## src/rtl/halt_dump_unit.sv

```systemverilog
// End-of-run dump source: counts run cycles until the CPU halts, then streams the
// cycle count followed by every architectural register over a valid/ready port.
module halt_dump_unit #(
  parameter int unsigned XLEN     = 32,
  parameter int unsigned NUM_REGS = 32,
  parameter int unsigned IDX_W    = 5
) (
  input  logic             clk,
  input  logic             reset,
  input  logic             is_halted,
  output logic [IDX_W-1:0] rf_rd_addr,
  input  logic [XLEN-1:0]  rf_rd_data,
  output logic             out_valid,
  input  logic             out_ready,
  output logic [XLEN-1:0]  out_data,
  output logic [IDX_W-1:0] out_index,
  output logic             out_is_cycle,
  output logic [XLEN-1:0]  cycle_count,
  output logic             dump_done
);

  typedef enum logic [2:0] {
    RUN,
    SEND_CYC,
    LOAD,
    SEND_REG,
    DONE
  } state_t;

  state_t           state;
  logic [IDX_W-1:0] idx;

  // idx only changes on a handshake, so it is already stable for the whole LOAD cycle.
  assign rf_rd_addr = idx;

  always_ff @(posedge clk or negedge reset) begin
    if (!reset) begin
      state        <= RUN;
      cycle_count  <= '0;
      idx          <= '0;
      out_valid    <= 1'b0;
      out_is_cycle <= 1'b0;
      dump_done    <= 1'b0;
      out_data     <= '0;
      out_index    <= '0;
    end else begin
      unique case (state)
        RUN: begin
          if (is_halted) begin
            state        <= SEND_CYC;
            out_valid    <= 1'b1;
            out_is_cycle <= 1'b1;
            out_data     <= cycle_count;
            out_index    <= '0;
          end else if (cycle_count != '1) begin
            cycle_count <= cycle_count + XLEN'(1);
          end
        end
        SEND_CYC: begin
          if (out_ready) begin
            state        <= LOAD;
            out_valid    <= 1'b0;
            out_is_cycle <= 1'b0;
            idx          <= '0;
          end
        end
        LOAD: begin
          state     <= SEND_REG;
          out_data  <= rf_rd_data;
          out_index <= idx;
          out_valid <= 1'b1;
        end
        SEND_REG: begin
          if (out_ready) begin
            out_valid <= 1'b0;
            if (idx == IDX_W'(NUM_REGS - 1)) begin
              state     <= DONE;
              dump_done <= 1'b1;
            end else begin
              state <= LOAD;
              idx   <= idx + IDX_W'(1);
            end
          end
        end
        DONE: begin
        end
        default: state <= RUN;
      endcase
    end
  end

endmodule

```

## config.mk

```make
export PLATFORM = sky130hd
export DESIGN_NAME = halt_dump_unit
export DESIGN_NICKNAME = d
export VERILOG_FILES = /design/src/rtl/halt_dump_unit.sv
export SDC_FILE = /design/constraint.sdc
export NUM_CORES = 1
export LEC_CHECK = 0
export ABC_AREA = 1
export CORE_MARGIN = 2
export CORE_UTILIZATION = 35
export DETAILED_ROUTE_END_ITERATION = 6
export HOLD_SLACK_MARGIN = 0.06
export SLEW_MARGIN = 15
export SYNTH_ARGS = -nofsm -noshare
export SYNTH_HDL_FRONTEND = slang
export SYNTH_SLANG_ARGS = --single-unit
```

## constraint.sdc

```tcl
create_clock -name clk -period 2.75 [get_ports clk]
set_input_delay 0.4125 -clock clk [delete_from_list [all_inputs] [get_ports clk]]
set_output_delay 0.4125 -clock clk [all_outputs]
set_load 0.005 [all_outputs]
```

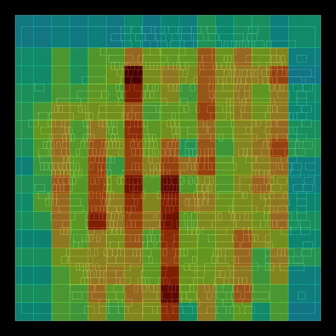
Run 1: congestion heat map
global routing's busiest layer: met2
GR Util met1: 0.2754

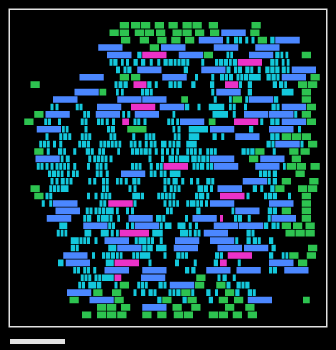
Run 1: cells coloured by class
Bar = 20 microns.
remaining logic cells -> cyan  # cells 505, share of their area 39%
remaining buffers and delay cells -> green  # cells 116, share of their area 20%
sequential cells -> blue  # cells 80, share of their area 35%
clock drivers and dummy loads -> magenta  # cells 16, share of their area 5.4%
Finished Core Util: 0.4904
flop share of the area: 0.3371
Core Footprint: 0.01211 sq mm
row count: 40
cell area after layout: 0.005939 sq mm

==> results.yml, run 1 <==
# physical design summary
global_route:
  grt_max_degree: 81
  grtUsageTotal: 0.1949
  grt_overflow_total: 0
  antenna_found_initial: 0
  grt_use_met2: 0.3060
  met3_usage: 0.02667
  grt_pass1_vias: 4007
  grt_pass1_wl_microns: 20420
yosys:
  synthTopLogicFamily: "simple AND/OR/NAND/NOR gates"
  ys_cells: 604
  edf_count: 0
  synth_top_area_share: 0.4579
  top_area_cell: "dfrtp_1"
  syn_inst: 604
  synthesis.nets: 643
  synthTopCellsByCount: "220 x nand2_1, 85 x nor2_1, 80 x dfrtp_1"
  synthArstFlopShare: 1.000
  area_leaders: "dfrtp_1 46%, nand2_1 19%, o21ai_0 7.4%, nor2_1 7.3%, inv_1 3.8%"
  synth_flops: 80
  syn_area_per_cell_sq_um: 7.238
  synth_area_sq_mm: 0.004372
  adder_share: 0.008586
  synth_cell_types: 27
  synth-main-ff-cell: "dfrtp_1"
  simple_gate_share: 0.3412
  yosys_warnings: 0
  synth_top_cell_by_count: "nand2_1"
  yosysSeqAreaShare: 0.4579
  xor_share: 0.02604
  synthAoiAreaFrac: 0.09874
  mux_area_frac: 0
  yosys-stat-area_sq_mm: 0.004372
clock_tree:
  post_cts_buffers: 0
  cts-root-buf: "clkbuf_16"
  cts_max_level: 3
  cts_sinks: 80
  holdBufCountCts: 0
  clock_latency_ns: 0.34
  cts_tree: "yes"
  postCtsResizedCells: 0
  clk_pin_slew_ns: 0.06
  cts_buffers: 9
  cts_max_path_buffers: 2
floorplanning:
  die_y_microns: 115.8
  dieArea_sq_mm: 0.01340
  nWellTaps: 168
  die_w_microns: 115.8
  io_pins: 113
  fp-utilization: 0.3610
routing:
  topRoutingLayerUsed: "met4"
  drtPass1Iterations: 4
  drtAntennaViolNets: 0
  wl_met2_microns: 5733
  wl_met3_microns: 543
  drc: 0
  drt-met1-wl_microns: 6036
  drt_iter0_markers: 373
  wirelength_microns: 12530
  drt-wirelength-per-cell_microns: 14.16
  vias: 4226
  avgViaCountPerCell: 4.775
worst_setup_path:
  critPathCapture: "out_index[3]"
  path_class: "flip-flop to flip-flop"
  ff2ff_path_depth: 5
  critPathMaxFanout: 39
  r2r_slack_ns: 0.79
  r2r_end: "out_index[3]"
  crit_path_end_kind: "flip-flop"
  r2r_start: "state[1]"
  critical_path.startpoint: "state[1]"
  crit_arrival_ns: 2.22
  cp-start-kind: "flip-flop"
  critPathRequiredTime_ns: 3.01
layout:
  layout.nonclk_buf_frac: 0.1955
  fillCellCount: 1218
  comb_cells: 457
  clkbuf_count: 12
  final_cell_mix: "220 x nand2_1, 111 x clkdlybuf4s50_1, 85 x nor2_1"
  nets: 751
  antenna_cells: 0
  logic_area_sq_mm: 0.002074
  n_all_buffers: 116
  n_all_inverters: 48
  nFlopsAndLatches: 80
  syn_to_final_growth_pct: 35.86
  clkCellAreaFrac: 0.05203
  drive_gt1_frac: 0.05439
  area_dominant_class: "logic gates"
pwr:
  power_density_mw_per_mm2: 748.5
  p_clk_frac: 0.276
  p_comb_frac: 0.362
  p_leak_nw: 2.563
  power_frac_seq: 0.362
  ir_worst_vdd_mv: 0.3038
  p_switching_mw: 1.569
  fin_total_pwr_mw: 4.446
  intPower_mw: 2.877
  swShare: 0.3529
run:
  max_cap_violations: 0
  warnings: 26
final_timing:
  max_slew.worst_pin.slew_ns: 1.042
  setup_slack_ns: 0.7867
  worst_clock_skew_ns: 0.005921
  finalHoldViolations: 0
  finalSetupViolations: 0
  rsz0062_at_grt: "no"
  fin_tns_setup_ns: 0
  maxSlewViolCount: 0
  fmax_ghz: 0.5094
  period_used_share: 0.7139
  whs_ns: 0.2541
  slew_headroom: 0.3051
  min_period_ns: 1.963
hold_path:
  worstHoldPathType: "primary input to async pin"
place:
  routabilityCongestion: 0.8911
  dp_cells: 869
  dp_hpwl_microns: 8985
  placed_area_sq_mm: 0.005630
  portBuffers: 112
  dp_slack_ns: 0.6725
status:
  outcome: "completed"
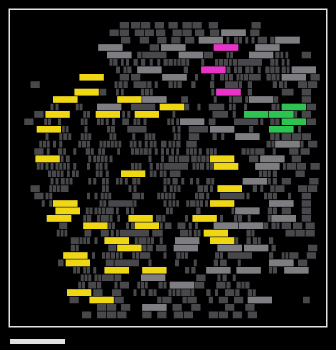
Run 1: where the registers sit
Bar = 20 microns. Other sequential cells in the stronger grey, the rest of the logic in the fainter grey.
`out_index` -> green  # placed flops 5
`state` -> magenta  # placed flops 3
`cycle_count` -> yellow  # placed flops 32
not coloured = 40
Storage cell area: 0.002002 sq mm
Seq power: 1.61 mW

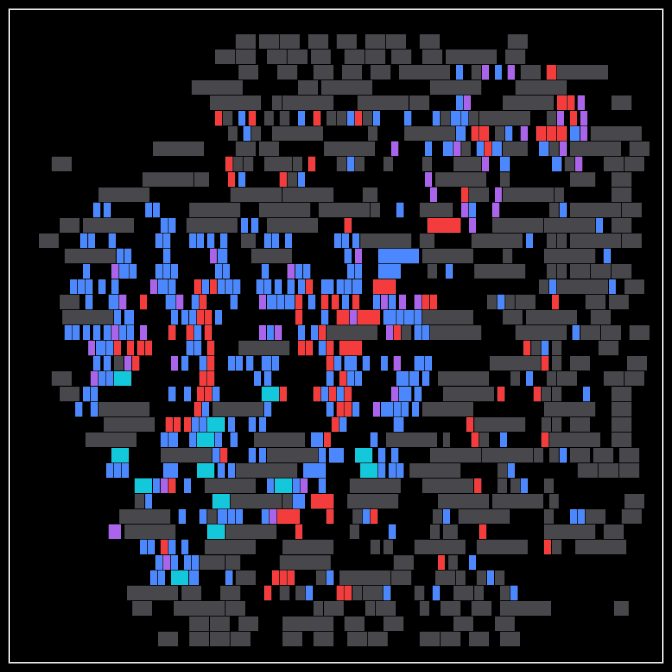
Run 1: gate families picked out
nand cells -> blue  # cells 259, most used nand2_1
xor and xnor cells -> cyan  # cells 13, most used xnor2_1
inv cells -> purple  # cells 48, most used inv_1
nor cells -> red  # cells 98, most used nor2_1
most frequent logic cell in the layout: nand2_1
final non-filler cell total: 885
multi-input combinational area share: 0.3493

==> run 1: power by group through the flow <==
| stage | clock network (mW) | registers [mW] | logic [mW] |
|---|---|---|---|
| after CTS | 1.26 | 1.61 | 1.63 |
| after global placement | 0 | 1.62 | 1.58 |
| final | 1.23 | 1.61 | 1.61 |
| after detailed placement | 0 | 1.63 | 1.62 |
| after global routing | 1.31 | 1.63 | 1.82 |
| after floorplan | 0 | 1.60 | 0.894 |
==> run 1: sequential cells by signal (all words and copies together), names as in the netlist <==
name and count:
state 3, cycle_count 32, out_data 32, dump_done 1, out_index 5, rf_rd_addr 5, out_is_cycle 1, out_valid 1
==> run 1: critical path: stages, from the launching register on <==
cell and delay, ns:
dfrtp_1 0.47, inv_2 0.44, a21oi_4 0.19, inv_2 0.54
nand2_1 0.13, o21ai_0 0.10
==> run 1 -> run 2 <==
Clock period 2.75 ns to 1.7 ns, I/O delays scaled along.
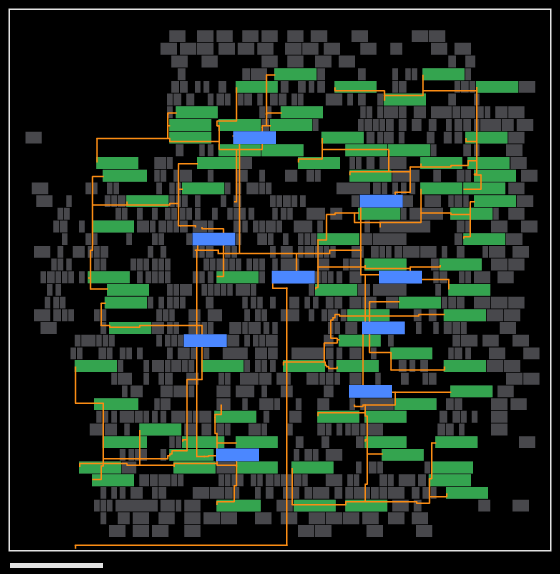
Run 2: routed clock nets over the placement
Bar = 20 microns.
clock wires -> orange  # length 1120 microns
clock-net drivers -> blue  # count 9
flip-flops -> green  # count 80
flops lie = all over the die
Final Skew: 0.007946 ns
Latency at later pin: 0.34 ns

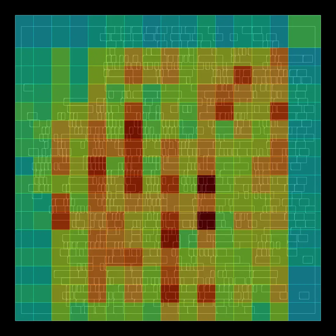
Run 2: congestion heat map
Finished Core Util: 0.5315
GR Util met1: 0.2902
WL/cell: 14.24 microns

==> run 2 against run 1 <==
Compared with the run above:
- worst setup slack got worse by 0.76 ns
- final area is 8.4% higher
- largest power group is now combinational logic
- core utilization rose by 4.1 points
- hold slack better by 0.13 ns
- via count rose by 5.2%
- cell count increased by 6.0%
- clock-buffer cell count fell by 2
- sequential power rose by 59%
- die area did not move
- synthesized cell count unchanged
- synthesized area did not move
- critical path depth is 3 lower
==> results.yml, run 2 <==
# physical design summary
routing:
  wl_met3_microns: 643
  avgViaCountPerCell: 4.739
  drt-met1-wl_microns: 6379
  wirelength_microns: 13360
  wl_met2_microns: 6176
  topRoutingLayerUsed: "met4"
  drt_iter0_markers: 362
  drtAntennaViolNets: 0
  vias: 4445
  drc: 0
  drtPass1Iterations: 5
layout:
  sh_seq_area: 0.3120
  area_dominant_class: "logic gates"
  n_all_inverters: 48
  instances_no_fill: 938
  layout.nonclk_buf_frac: 0.2515
  antenna_cells: 0
  nFlopsAndLatches: 80
  largestRegisters: "cycle_count (32), out_data (32)"
  clkCellAreaFrac: 0.04626
  n_all_buffers: 169
  fin_area_sq_mm: 0.006437
  fillCellCount: 1191
  logic_area_sq_mm: 0.002115
  lay_top_count: "nand2_1"
  clkbuf_count: 10
  final_cell_mix: "217 x nand2_1, 111 x clkdlybuf4s50_1, 82 x nor2_1"
  seq_area_sq_mm: 0.002008
  nets: 804
  drive_gt1_frac: 0.1403
  comb_cells: 457
  comb_share: 0.3285
  syn_to_final_growth_pct: 47.25
status:
  outcome: "completed"
global_route:
  antenna_found_initial: 0
  grtUsageTotal: 0.2027
  met3_usage: 0.02563
  grt_max_degree: 40
  grt_use_met2: 0.3197
  grt_overflow_total: 0
  grt_pass1_vias: 4334
  grt_pass1_wl_microns: 21270
  grt_busiest_layer: "met2"
worst_setup_path:
  cp-start-kind: "flip-flop"
  path_buffers: 2
  critPathTopFamily: "buffers and inverters"
  ff2ff_path_depth: 9
  critPathRequiredTime_ns: 1.44
  critPathSlowestCell: "clkdlybuf4s50_1"
  path_class: "flip-flop to output port"
  crit_path_end_kind: "output port"
  crit_chain: "buf_4 > clkdlybuf4s50_1"
  worst-path-stages: 2
  crit_arrival_ns: 1.42
  critPathMaxFanout: 4
  critPathMaxStageDelay_ns: 0.49
clock_tree:
  cts_sinks: 80
  cts_buffers: 9
  cts_max_level: 3
  clk_pin_slew_ns: 0.06
  postCtsResizedCells: 1
  post_cts_buffers: 1
  cts_tree: "yes"
  cts_max_path_buffers: 2
  cts-root-buf: "clkbuf_16"
  holdBufCountCts: 1
pwr:
  p_leak_nw: 2.850
  power_density_mw_per_mm2: 1165
  fin_total_pwr_mw: 7.498
  ir_worst_vdd_mv: 0.5111
final_timing:
  finalHoldViolations: 0
  setup_slack_ns: 0.02200
  rsz0062_at_grt: "yes"
  slew_headroom: 0.7335
  maxSlewViolCount: 0
  min_period_ns: 1.678
  period_used_share: 0.9871
  fin_tns_setup_ns: 0
  fmax_ghz: 0.5959
  finalSetupViolations: 0
  max_slew.worst_pin.slew_ns: 0.3997
  whs_ns: 0.3886
place:
  dp_hpwl_microns: 9945
  routabilityCongestion: 0.8854
  portBuffers: 112
  placed_area_sq_mm: 0.006003
  dp_cells: 912
  dp_slack_ns: -0.07405
yosys:
  adder_share: 0.008586
  yosysSeqAreaShare: 0.4579
  synth-main-ff-cell: "dfrtp_1"
  yosys_warnings: 0
  ys_cells: 604
  synth_top_area_share: 0.4579
  top_area_cell: "dfrtp_1"
  synth_area_sq_mm: 0.004372
  yosys-stat-area_sq_mm: 0.004372
  mux_area_frac: 0
  simple_gate_share: 0.3412
  synth_cell_types: 27
  syn_inst: 604
  area_leaders: "dfrtp_1 46%, nand2_1 19%, o21ai_0 7.4%, nor2_1 7.3%, inv_1 3.8%"
  edf_count: 0
  synthAoiAreaFrac: 0.09874
  synth_flops: 80
  synthesis.nets: 643
  synth_top_cell_by_count: "nand2_1"
  synthTopCellsByCount: "220 x nand2_1, 85 x nor2_1, 80 x dfrtp_1"
  syn_area_per_cell_sq_um: 7.238
  xor_share: 0.02604
  synthTopLogicFamily: "simple AND/OR/NAND/NOR gates"
  synthArstFlopShare: 1.000
run:
  max_cap_violations: 0
  warnings: 27
hold_path:
  worstHoldPathType: "primary input to async pin"
floorplanning:
  die_w_microns: 115.8
  fp-row-count: 40
  nWellTaps: 168
  die_y_microns: 115.8
  dieArea_sq_mm: 0.01340
  io_pins: 113
  fp-utilization: 0.3610
  core_sq_mm: 0.01211
-- run 2: cell counts after synthesis --
No cell type changed its count.
-- run 2: final timing paths --
check | to | startpoint | slack [ns]
max | cycle_count[11] | cycle_count[11] | 0.02
min | out_data[1] | reset | 0.39
max reg2reg | rf_rd_addr[2] | rf_rd_addr[0] | 0.06
min reg2reg | dump_done | dump_done | 0.49
max in group asynchronous | cycle_count[28] | reset | 0.81
min in group clk | dump_done | dump_done | 0.49
-- run 2: power by group --
| group | leakage [nW] | internal (mW) | switching, mW | total [mW] |
|---|---|---|---|---|
| registers | 1.07 | 2.29 | 0.274 | 2.56 |
| logic | 1.64 | 1.39 | 1.57 | 2.96 |
| clock network | 0.143 | 1.15 | 0.823 | 1.97 |
| total | 2.85 | 4.83 | 2.67 | 7.50 |
No activity file was given, so power comes from the tool's default toggle rates.
